--- src/rtl/ifetch32.sv ---
// Instruction-fetch front end: owns the fetch PC, hides the ROM's one-cycle read
// latency, and hands words to decode through a 2-entry buffer with bypass.
module ifetch32 #(
  parameter int                  ADDR_WIDTH = 5,
  parameter int                  PC_WIDTH   = 32,
  parameter logic [PC_WIDTH-1:0] RESET_PC   = '0
) (
  input  logic                  clk,
  input  logic                  rst,
  output logic [ADDR_WIDTH-1:0] imem_addr,
  input  logic [31:0]           imem_instr,
  input  logic                  redirect_valid,
  input  logic [PC_WIDTH-1:0]   redirect_pc,
  output logic                  out_valid,
  input  logic                  out_ready,
  output logic [31:0]           out_instr,
  output logic [PC_WIDTH-1:0]   out_pc
);

  logic [PC_WIDTH-1:0]      fetch_pc_q, fetch_pc_d;
  logic [PC_WIDTH-1:0]      inflight_pc_q, inflight_pc_d;
  logic                     inflight_q, inflight_d;
  logic [1:0]               count_q, count_d;
  logic                     head_q, head_d;
  logic [1:0][31:0]         fifo_instr_q;
  logic [1:0][PC_WIDTH-1:0] fifo_pc_q;

  logic       fire, issue, push, pop, wr_idx;
  logic [2:0] occ;

  assign imem_addr = fetch_pc_q[ADDR_WIDTH+1:2];
  assign out_valid = (count_q != 2'd0) || inflight_q;
  assign out_instr = (count_q != 2'd0) ? fifo_instr_q[head_q] : imem_instr;
  assign out_pc    = (count_q != 2'd0) ? fifo_pc_q[head_q]    : inflight_pc_q;

  assign fire   = out_valid && out_ready;
  // Occupancy after this cycle's pop; issuing only when <=1 keeps the buffer
  // from ever needing a third slot for the word returning next cycle.
  assign occ    = {1'b0, count_q} + {2'b00, inflight_q} - {2'b00, fire};
  assign issue  = !redirect_valid && (occ <= 3'd1);
  assign push   = inflight_q && !((count_q == 2'd0) && fire);
  assign pop    = fire && (count_q != 2'd0);
  assign wr_idx = head_q ^ count_q[0];

  always_comb begin
    fetch_pc_d    = fetch_pc_q;
    inflight_pc_d = inflight_pc_q;
    inflight_d    = issue;
    count_d       = count_q + {1'b0, push} - {1'b0, pop};
    head_d        = head_q ^ pop;
    if (issue) begin
      inflight_pc_d = fetch_pc_q;
      fetch_pc_d    = fetch_pc_q + PC_WIDTH'(4);
    end
    if (redirect_valid) begin
      fetch_pc_d = {redirect_pc[PC_WIDTH-1:2], 2'b00};
      inflight_d = 1'b0;
      count_d    = 2'd0;
      head_d     = 1'b0;
    end
  end

  always_ff @(posedge clk or posedge rst) begin
    if (rst) begin
      fetch_pc_q    <= RESET_PC;
      inflight_pc_q <= RESET_PC;
      inflight_q    <= 1'b0;
      count_q       <= 2'd0;
      head_q        <= 1'b0;
      fifo_instr_q  <= '0;
      fifo_pc_q     <= '0;
    end else begin
      fetch_pc_q    <= fetch_pc_d;
      inflight_pc_q <= inflight_pc_d;
      inflight_q    <= inflight_d;
      count_q       <= count_d;
      head_q        <= head_d;
      if (push && !redirect_valid) begin
        fifo_instr_q[wr_idx] <= imem_instr;
        fifo_pc_q[wr_idx]    <= inflight_pc_q;
      end
    end
  end

endmodule
--- config.mk ---
export PLATFORM = sky130hd
export DESIGN_NAME = ifetch32
export DESIGN_NICKNAME = d
export VERILOG_FILES = /design/src/rtl/ifetch32.sv
export SDC_FILE = /design/constraint.sdc
export NUM_CORES = 1
export LEC_CHECK = 0
export CAP_MARGIN = 25
export CORE_MARGIN = 8
export CORE_UTILIZATION = 40
export DETAILED_ROUTE_END_ITERATION = 10
export GPL_ROUTABILITY_DRIVEN = 0
export HOLD_SLACK_MARGIN = 0.05
export PLACE_DENSITY = 0.62
export SLEW_MARGIN = 0
export SYNTH_ARGS = -nofsm -noshare
export SYNTH_HDL_FRONTEND = slang
export SYNTH_SLANG_ARGS = --single-unit
--- constraint.sdc ---
create_clock -name clk -period 10.1 [get_ports clk]
set_input_delay 1.515 -clock clk [delete_from_list [all_inputs] [get_ports clk]]
set_output_delay 1.515 -clock clk [all_outputs]
set_load 0.02 [all_outputs]
==> impl_metrics.ini, run 1 <==
; generated from flow reports
[outcome]
outcome = finished, final reports clean

[setup_path]
critical_path.max_fanout = 82
crit_buf_inv = 3
crit_path_start_kind = register
critPathMaxStageDelay_ns = 0.73
worstPathArrival_ns = 3.29
crit_path_end_kind = output pin
critical-path-top-delay-family = buffers and inverters
cp_cell_sequence = inv_1 > nand2_4 > buf_4 > nor2_1 > a21oi_1 > clkdlybuf4s50_1
cp.required_ns = 8.59

[clocking]
cts_buffer_depth = 2
cts-htree-levels = 4
clk_pin_slew_ns = 0.07
cts_inserted_buffers = 17
clkSinkCount = 188
postCtsHoldBufs = 0

[pwr]
cellLeakagePower_uw = 0.00458
power_density_nw_per_um2 = 326

[sta]
finalSetupViolCount = 0
min_period_over_period_pct = 47.5
grt_setup_unrepaired = no
clock_skew_ns = 0.0143
slew_headroom_pct = 37.5
hold_viol_final = 0
setup_tns_ns = 0
drv_slew = 0
hold_ws_ns = 0.503

[placed_design]
placed_cell_area_um2 = 10600
place_hpwl_um = 13200

[route]
route.met2.wl_um = 8990
wl_per_cell_um = 16.9
first_iter_violations = 304
routed_wl_um = 20000
dr.pass1.iters = 4
ant_nets = 0
wl_met3_um = 875
top_layer = met4
vias = 6264

[synth]
synthFlopType = dfrtp_1
ys_seq_share_pct = 51.9
numSynthFlops = 188
synth.top_cell.area_share_pct = 51.9
synth_chip_area_um2 = 9070
top_area_cell = dfrtp_1
syn_inst = 780
synth-edff-count = 0
synthArstFlopShare_pct = 100
netlist_area_um2 = 9070
synthTopCellsByArea = dfrtp_1, mux2_2, mux2i_1, a21oi_1, nor2_1
synth.distinct_cells = 43
synth_warnings = 0
common_cells = dfrtp_1, mux2_2, nor2_1, a21oi_1, mux2i_1

[global_route]
grtUsageTotal_pct = 14.8
grt_pass1_wl_um = 33500
grt_max_degree = 83
grt_pass1_vias = 6249
grt.busiest_layer = met2
grt-ovfl-total = 0
grt_util_met1_pct = 20.3
grt_util_met3_pct = 3.26

[finish]
syn_to_final_growth_pct = 23.1
instances_no_fill = 1183
fin_area_um2 = 11200
final-seq-area_um2 = 4710
n_antenna_cell = 0
final_common_cell = dfrtp_1

[flow_run]
warning_count = 29
maxCapViolCount = 0

[die]
fp_util_pct = 40.4
num_rows = 55
die_x_um = 167
dieHeight_um = 167

[hold_path]
holdCritPathClass = register to register
run 1: kinds of logic (layout without fill, tap and decap cells):
group                      count (synthesis)  after routing  share of synthesized area, %
AOI/OAI and AO/OA                        114            114                          7.22
and+or+nand+nor                          178            178                          9.55
muxes                                    217            217                          26.1
other                                      1              2                        0.0414
buffers and inverters                     64            181                          3.06
xor gates and xnor gates                  12             12                          1.24
DFF                                      188            188                          51.9
adders and majority gates                  6              6                         0.911
run 1: final timing paths:
path	startpoint	slack, ns	depth (start not counted)	end
worst max register to register	count_q[1]	6.20	11	fetch_pc_q[31]
min in group asynchronous	rst	1.48	2	fifo_instr_q[61]
worst min-delay path	fifo_instr_q[3]	0.50	1	fifo_instr_q[3]
worst min register to register	fifo_instr_q[3]	0.50	1	fifo_instr_q[3]
max in group asynchronous	rst	6.53	4	head_q
worst max-delay path	count_q[1]	5.30	6	out_pc[16]
run 1: cell type report:
type                       count  share of cell area (%)
sequential                   188                    42.2
multi-input combinational    529                    36.9
timing repair buffer         141                    12.5
clock buffer                  20                    4.00
tap                          285                    3.20
clock inverter                10                   0.841
inverter                      10                   0.381
run 1: metrics by stage:
step           worst slack (ns)  total power, uW  utilization, %
2_1_floorplan              3.47             2400               -
3_3_place_gp               5.22             3020            47.3
3_5_place_dp               5.21             3060            47.3
4_1_cts                    5.20             3700            49.7
5_1_grt                    4.98             3890            49.7
6_report                   5.30             3640            49.7
run 1: state kept, by name, indices dropped and copies added, names as in the netlist:
register       cells
fifo_instr_q      64
fifo_pc_q         60
fetch_pc_q        30
inflight_pc_q     30
count_q            2
head_q             1
inflight_q         1
run 1: where the power goes:
group,switching [uW],total (uW),leakage (uW),internal (uW)
logic,851,1720,0.00204,870
clock network,281,625,0.000259,344
registers,218,1290,0.00228,1070
Fig. 1: run 1, cell placement
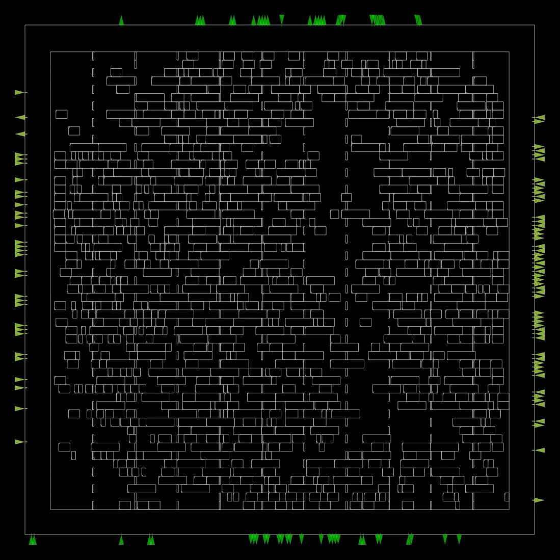
Layout Utilization: 49.7%
sequential cell area share: 42.2%
Seq cells: 188
CORE AREA: 22400 um2
Fillers: 2042

Fig. 2: run 1, port wiring
Bar = 50 um.
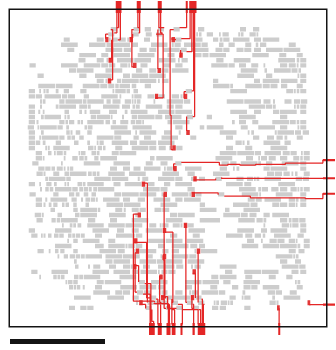
Key: out_pc = red [direction output, edge 16 south, 12 north, 4 east, end cells 32, buffers 30, wire 1360 um]

Fig. 3: run 1, M2 wires
Bar = 50 um.
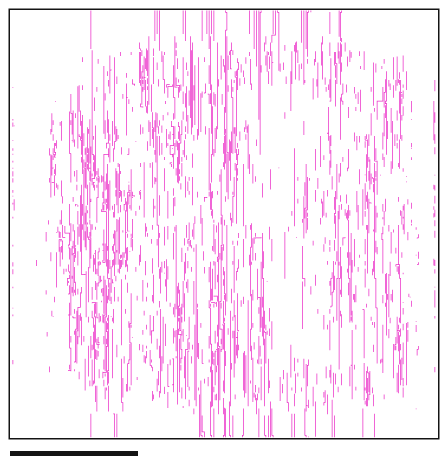
The layer carries 8990 um of wire. The wires run mostly vertical. The longest straight run is 62.9 um.

Fig. 4: run 1, register map, names as in the netlist
Other sequential cells in the stronger grey, the rest of the logic in the fainter grey.
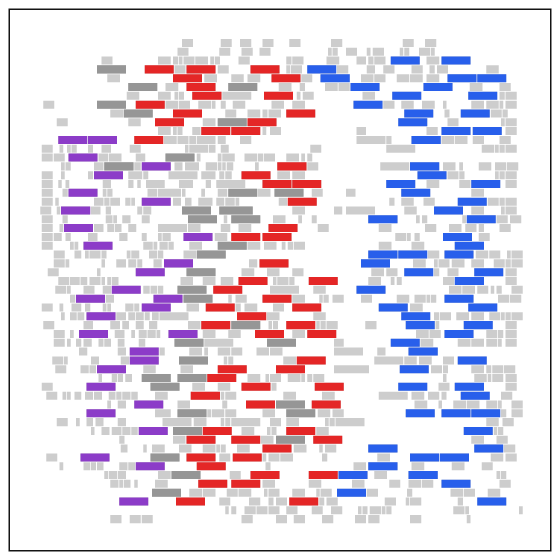

## Run 2: what changed since run 1
--- a/config.mk
+++ b/config.mk
@@ -11,7 +11,7 @@
 export DETAILED_ROUTE_END_ITERATION = 10
 export GPL_ROUTABILITY_DRIVEN = 0
 export HOLD_SLACK_MARGIN = 0.05
-export PLACE_DENSITY = 0.62
+export PLACE_DENSITY = 0.64
 export SLEW_MARGIN = 0
 export SYNTH_ARGS = -nofsm -noshare
 export SYNTH_HDL_FRONTEND = slang
==> constraint.sdc (replaced) <==
create_clock -name clk -period 4 [get_ports clk]
set_input_delay 0.6 -clock clk [delete_from_list [all_inputs] [get_ports clk]]
set_output_delay 0.6 -clock clk [all_outputs]
set_load 0.02 [all_outputs]
Fig. 5: run 2, register map, names as in the netlist
Other sequential cells in the stronger grey, the rest of the logic in the fainter grey.
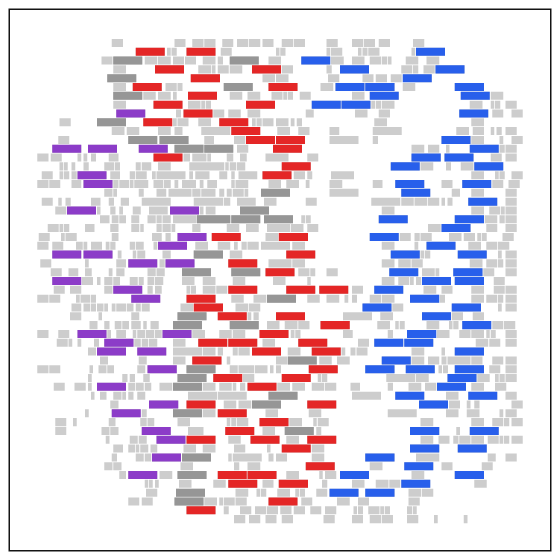
Key: fetch_pc_q = purple [flops 30]; fifo_instr_q = blue [flops 64, where a column on the right]; fifo_pc_q = red [flops 60, where a column down the middle]
Another 34 sequential cells are not coloured.

==> run 2 against run 1 <==
Net effect: die size unchanged; sequential power rose to 2.6 times the previous value; setup slack worse by 5.0 ns; critical path depth up 5; highest routed layer unchanged; combinational power rose to 2.6 times the previous value; flip-flop count unchanged; critical path type is now register to register; largest power group unchanged; cell area up 1.7%; synthesized cell count unchanged; register-to-register slack worse by 5.9 ns.
==> impl_metrics.ini, run 2 <==
; generated from flow reports
[sta]
drv_slew = 0
worst_slack_ns = 0.342
min_period_over_period_pct = 91.5
worstMarginPinSlew_ns = 0.954
hold_ws_ns = 0.504
fin_crit_ns = 3.66
setup_tns_ns = 0
finalSetupViolCount = 0
grt_setup_unrepaired = no
clock_skew_ns = 0.00961
slew_headroom_pct = 36.2
hold_viol_final = 0
max_freq_mhz = 273

[global_route]
grt_pass1_vias = 6294
grt_util_met1_pct = 20.8
gr-usage-met2_pct = 22.8
grt-ovfl-total = 0
antenna_found_initial = 0
grt_max_degree = 71
grt.busiest_layer = met2
grt_pass1_wl_um = 33900
grt_util_met3_pct = 3.64
grtUsageTotal_pct = 14.9

[placed_design]
placedCellCount = 1163
io_buffers = 133
place_hpwl_um = 13800
pre_cts_slack_ns = 0.138
placed_cell_area_um2 = 10800

[route]
vias = 6259
ant_nets = 0
route.detailed.drc = 0
wl_per_cell_um = 17.0
vias_per_cell = 5.24
first_iter_violations = 303
dr.pass1.iters = 4
routed_wl_um = 20300

[flow_run]
warning_count = 29
maxCapViolCount = 0

[setup_path]
cp.required_ns = 4.35
critical_path.max_fanout = 10
reg2reg_slack_ns = 0.34
worstRegToRegCells = 11
r2r_start = inflight_q
worstPathArrival_ns = 4.00
reg2reg_to = fetch_pc_q[27]
crit_path_end_kind = register
worst-setup-path-type = register to register
crit_path_start_kind = register

[synth]
ys_seq_share_pct = 51.9
synthFlopType = dfrtp_1
synthArstFlopShare_pct = 100
yosys_cells = 780
synth_chip_area_um2 = 9070
synth.top_cell.area_share_pct = 51.9
synth-edff-count = 0
syn_inst = 780
synth_warnings = 0
synth.distinct_cells = 43
avgSynthCellArea_um2 = 11.6
common_cells = dfrtp_1, mux2_2, nor2_1, a21oi_1, mux2i_1
netlist_area_um2 = 9070
top_area_cell = dfrtp_1
synthTopCellsByArea = dfrtp_1, mux2_2, mux2i_1, a21oi_1, nor2_1
numSynthFlops = 188
top_cell = dfrtp_1

[finish]
lay_top_cells = dfrtp_1, mux2_2, clkdlybuf4s50_1, nor2_1, a21oi_1
syn_to_final_growth_pct = 25.1
utilization_pct = 50.6
final_common_cell = dfrtp_1
drive_above_1_share_pct = 23.2
fin_area_um2 = 11300
instances_no_fill = 1194
num-nets-final = 971
largest_reg_flops = 64
reg_top3 = fifo_instr_q (64), fifo_pc_q (60)
largest_register = fifo_instr_q
n_antenna_cell = 0

[hold_path]
holdCritPathClass = register to register
holdPathStages = 1
hp-start = fifo_instr_q[42]
min_to = fifo_instr_q[42]

[pwr]
comb_cell_power_uw = 4410
power_uw = 9330
p_comb_share_pct = 47.3
p_int_uw = 5880
swShare_pct = 37.0
clkPwrFrac_pct = 17.5
p_clk_uw = 1630
p_sw_uw = 3460
powerSeq_uw = 3290
ir_worst_vdd_mv = 0.395
p_seq_share_pct = 35.2
cellLeakagePower_uw = 0.00468
top_power_group = combinational logic
power_density_nw_per_um2 = 823

[die]
fp_util_pct = 40.4
num_rows = 55
dieHeight_um = 167
dieArea_um2 = 27700
num_io_pins = 138
die_x_um = 167
fp.coreArea_um2 = 22400

[clocking]
clk_pin_slew_ns = 0.07
worstSkewPairLatency_ns = 0.42
cts-htree-levels = 4
clock-root-buffer = clkbuf_16
cts.repair.resized = 0
cts_inserted_buffers = 17
cts_tree = yes
cts_buffer_depth = 2
clkSinkCount = 188
postCtsHoldBufs = 0
cts_setup_buffers = 0

[outcome]
outcome = finished, final reports clean
==> run 2: cell types whose count changed in the layout (fill, tap and decap cells not counted) <==
cell / delta
clkbuf_8: +1
buf_12: +7
clkbuf_1: -2
clkinv_2: +1
clkinvlp_4: -1
buf_4: +3
inv_8: +1
inv_6: +1
==> run 2: kinds of logic (layout without fill, tap and decap cells) <==
logic type                 Yosys count  in the layout  share of synthesized area, %
muxes                              217            217                          26.1
DFF                                188            188                          51.9
and+or+nand+nor                    178            178                          9.55
AOI/OAI and AO/OA                  114            114                          7.22
buffers and inverters               64            192                          3.06
xor gates and xnor gates            12             12                          1.24
adders and majority gates            6              6                         0.911
other                                1              2                        0.0414
==> run 2: final cells by class <==
class	count	area [um2]
Timing Repair Buffer	151	1550
Fill cell	2000	11100
Clock inverter	12	113
Tap cell	285	357
Inverter	10	41.3
Sequential cell	188	4710
Multi-Input combinational cell	529	4120
Clock buffer	19	453
==> run 2: how the worst max path moves through the flow <==
stage               startpoint        endpoint
detailed placement   out_ready  fetch_pc_q[27]
finish              inflight_q  fetch_pc_q[27]
global route        inflight_q  fetch_pc_q[19]
CTS                 inflight_q  fetch_pc_q[15]
global placement     out_ready  fetch_pc_q[27]
floorplan           count_q[1]  fetch_pc_q[19]
==> run 2: worst max-delay path, cell delays in order (launching register included) <==
cell and delay, ns:
dfrtp_1 0.42, or3_1 0.39, and2_1 0.17, ha_1 0.26
inv_1 0.05, ha_1 0.13, inv_1 0.05, fa_1 0.43
xor2_2 0.24, or4_1 0.72, or4_1 0.53, a31oi_1 0.17
==> run 2: metal layers <==
metal | up-vias | wire length, um | share of wire [%]
li1 | 3038 | - | -
met1 | 3078 | 9980 | 49
met2 | 134 | 9210 | 45
met3 | 9 | 909 | 4.5
met5 | - | 0 | 0
met4 | 0 | 157 | 0.78
No activity file was given, so power comes from the tool's default toggle rates.
